<file path="src/rtl/line_drawer.sv">
// line_drawer: Bresenham rasteriser emitting on-screen pixels of one segment per start pulse.
module line_drawer #(
   parameter int SCREEN_WIDTH  = 640,
   parameter int SCREEN_HEIGHT = 480
) (
   input  logic        clk,
   input  logic        rst,
   input  logic        start,
   output logic        ready,
   input  logic [15:0] x1,
   input  logic [15:0] y1,
   input  logic [15:0] x2,
   input  logic [15:0] y2,
   output logic        pixel_valid,
   input  logic        pixel_ready,
   output logic [15:0] pixel_x,
   output logic [15:0] pixel_y
);
   typedef enum logic [1:0] {IDLE, LOAD, DRAW} state_t;
   state_t state, state_nx;
   logic signed [17:0] dx, dy, err, xd, yd;
   logic signed [18:0] e2;
   logic [15:0] cx, cy, ex, ey;
   logic sxn, syn, in_screen, consume, at_end, step_x, step_y;

   always_comb begin
      xd        = $signed({2'b0, x2}) - $signed({2'b0, x1});
      yd        = $signed({2'b0, y2}) - $signed({2'b0, y1});
      in_screen = (32'(cx) < SCREEN_WIDTH) && (32'(cy) < SCREEN_HEIGHT);
      consume   = (state == DRAW) && (!in_screen || pixel_ready);
      at_end    = (cx == ex) && (cy == ey);
      e2        = {err, 1'b0};
      step_x    = e2 >= 19'(dy);
      step_y    = e2 <= 19'(dx);
   end

   always_ff @(posedge clk or posedge rst)
      if (rst) state <= IDLE;
      else state <= state_nx;

   always_comb begin
      state_nx = (state == IDLE && start) ? LOAD :
                 (state == LOAD) ? DRAW :
                 (consume && at_end) ? IDLE : state;
   end

   always_comb begin
      ready       = state == IDLE;
      pixel_valid = (state == DRAW) && in_screen;
      pixel_x     = cx;
      pixel_y     = cy;
   end

   // Coordinates are taken in LOAD, not at start, as upstream is still settling y2 then.
   always_ff @(posedge clk or posedge rst) begin
      if (rst) begin
         {cx, cy, ex, ey} <= '0;
         {dx, dy, err}    <= '0;
         {sxn, syn}       <= '0;
      end else if (state == LOAD) begin
         cx  <= x1;
         cy  <= y1;
         ex  <= x2;
         ey  <= y2;
         dx  <= xd[17] ? -xd : xd;
         dy  <= yd[17] ? yd : -yd;
         err <= (xd[17] ? -xd : xd) + (yd[17] ? yd : -yd);
         sxn <= !(x1 < x2);
         syn <= !(y1 < y2);
      end else if (consume && !at_end) begin
         err <= err + (step_x ? dy : 18'sd0) + (step_y ? dx : 18'sd0);
         cx  <= cx + (step_x ? (sxn ? 16'hffff : 16'd1) : 16'd0);
         cy  <= cy + (step_y ? (syn ? 16'hffff : 16'd1) : 16'd0);
      end
   end
endmodule

</file>
<file path="config.mk">
export PLATFORM = sky130hd
export DESIGN_NAME = line_drawer
export DESIGN_NICKNAME = d
export VERILOG_FILES = /design/src/rtl/line_drawer.sv
export SDC_FILE = /design/constraint.sdc
export NUM_CORES = 1
export LEC_CHECK = 0
export CORE_UTILIZATION = 54
export DETAILED_ROUTE_END_ITERATION = 8
export PLACE_DENSITY = 0.83
export SETUP_SLACK_MARGIN = 0.1
export SYNTH_ARGS = -nofsm -noshare
export SYNTH_HDL_FRONTEND = slang
export SYNTH_SLANG_ARGS = --single-unit
</file>
<file path="constraint.sdc">
create_clock -name clk -period 4.9 [get_ports clk]
set_input_delay 0.98 -clock clk [delete_from_list [all_inputs] [get_ports clk]]
set_output_delay 0.98 -clock clk [all_outputs]
set_load 0.005 [all_outputs]
</file>
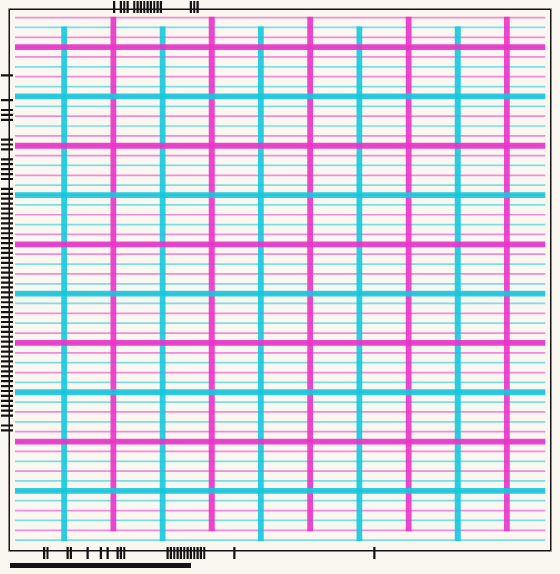
Figure 1: supply network.
Scale bar: 50 um. Pins as bars on the die edge.
legend:
  VDD:
    color: magenta
  VSS:
    color: cyan
signal pins: 102
met5 straps: 10
met1 rails: 54
rows: 53
met4 straps: 10
core area: 21100 um^2
die height: 149 um
worst vdd ir: 0.791 mV
Die X: 149 um

==> flow_summary_export.csv <==
group,metric,value,unit
outcome,status,"finished, violations left",
outcome,violations,"setup timing",
final_timing,fin_crit,4.99,ns
clock_network,clk_pin_slew_worst_paths,0.06,ns
final_layout,layoutNonFillerInstCount,2086,
final_layout,logic_gates,1132,
detailed_routing,dr.first_iter.drc_count,1299,
final_layout,final_cell_mix,"buf_4 (308), nand2_1 (175), dfrtp_1 (122), ha_1 (105), inv_1 (92)",
final_timing,setup_viol,5,
global_routing,grt_pass1_wl,66000,um
critical_path,critPathSlowestCell,"or4_4",
logic_synthesis,top_cells_by_count,"nand2_1 (179), ha_1 (133), dfrtp_1 (122)",
critical_path,path_depth,23,
floorplanning,num_rows,53,
critical_path,crit_chain,"buf_8 > inv_8 > ha_4 > inv_2 > fa_2 > a21oi_2 > o211ai_1 > a31oi_2 > o21ai_2 > a221o_1 > nor2_2 > xnor2_2 > ha_1 > o21ai_1 > nor2_1 > or4_4 > a31oi_4 > o21a_1 > a21oi_2 > a21oi_2 > a21oi_2 > xor2_1 > o22ai_1",
power,power.share.clock,0.094,
critical_path,critPathTopFamily,"AND-OR/OR-AND gates",
logic_synthesis,postSynthSeqShare,0.262,
critical_path,crit_buf_inv,3,
global_routing,antenna_found_initial,0,
detailed_routing,routed_wl,46500,um
logic_synthesis,yosysTopAreaCell,"dfrtp_1",
final_layout,n_clock_buffer,19,
final_layout,buffer_area_frac,0.203,
critical_path,critPathKind,"input port to register",
global_routing,grt_pass1_vias,13200,
flow_run,cap_violations,0,
final_layout,largest_class,"logic gates",
logic_synthesis,synthDistinctLibCells,68,
power,sw_frac_of_total,0.468,
min_path,min_path_type,"register to register",
final_layout,clk_share,0.0348,
min_path,hp-start,"ex[9]",
logic_synthesis,top_area_frac,0.262,
logic_synthesis,ys_ff,122,
place,pre_cts_slack,-0.719,ns
final_layout,ff_latch_area,3050,um^2
clock_network,postCtsHoldBufs,0,
critical_path,crit_path_start_kind,"input port",
power,p_leak,0.00797,uW
floorplanning,floorplan.core_util,0.553,
final_timing,fmax,0.200,GHz
final_layout,logic_area,9030,um^2
final_timing,worst_slack,-0.0912,ns
final_timing,slew_violations,0,
clock_network,cts_buffers,17,
final_layout,antenna_cells,1,
detailed_routing,dr.pass1.iters,6,
place,dp_cells,2015,
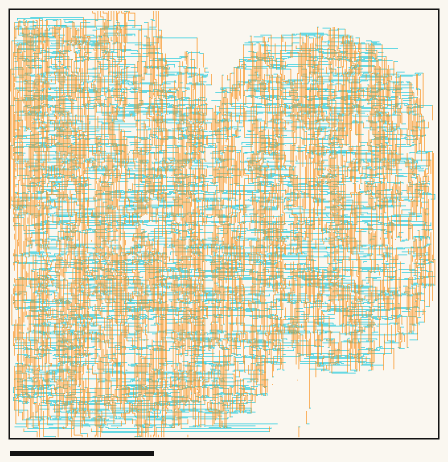
Figure 2: signal wires by layer.
Scale bar: 50 um. Two of the layers only.
legend:
  met1:
    color: cyan
    wire_length: 16400 um
  met2:
    color: orange
    wire_length: 21.8 mm
WL/cell: 22.3 um
detailed-route via count: 13500

final timing paths:
path,slack (ns),end
min in group asynchronous,1.06,dx[4]
setup / recovery,-0.09,err[17]
max in group asynchronous,2.87,err[6]
hold reg to reg,0.50,ex[9]
hold / removal,0.50,ex[9]
setup reg to reg,-0.04,pixel_y[15]
per-stage QoR:
stage	total power, uW	TNS (ns)
floorplan	7090	0
global placement	9820	-5.19
detailed placement	10200	-6.28
CTS	12100	0
global route	14400	-2.15
finish	13600	-0.201
cell families after synthesis:
kind of cell / after synthesis / synth area share
and+or+nand+nor: 453 / 0.187
AOI/OAI and AO/OA: 367 / 0.200
adders and majority gates: 156 / 0.182
buffers and inverters: 151 / 0.0486
xor gates and xnor gates: 138 / 0.104
DFF: 122 / 0.262
muxes: 18 / 0.0174
sequential cells by signal, summed over array words and instances, names as in the netlist, 2 cells and up:
| register | cells |
|---|---|
| ex | 16 |
| ey | 16 |
| pixel_x | 16 |
| dx | 18 |
| state | 2 |
| err | 18 |
| dy | 18 |
| pixel_y | 16 |
routing by layer:
| metal | wire length (um) | global-route usage | up-vias |
|---|---|---|---|
| met5 | 0 | 0 | - |
| met4 | 3860 | 0.240 | 0 |
| met3 | 4420 | 0.0706 | 333 |
| met2 | 21800 | 0.652 | 996 |
| met1 | 16400 | 0.443 | 6354 |
| li1 | - | - | 5773 |
power groups by stage:
stage,clock network [uW],logic (uW),registers [uW]
after floorplan,0,5360,1730
after global placement,0,8030,1790
after detailed placement,0,8440,1810
after CTS,1270,9030,1800
after global routing,1320,11200,1870
final,1290,10500,1860
repair_timing:
action	in CTS	in global routing
endpoints found under the setup margin	15	21
setup buffers	19	19
hold endpoints to repair	0	0
resized	99	136
pin swaps	58	74
Power is estimated from default activity; no workload was simulated.
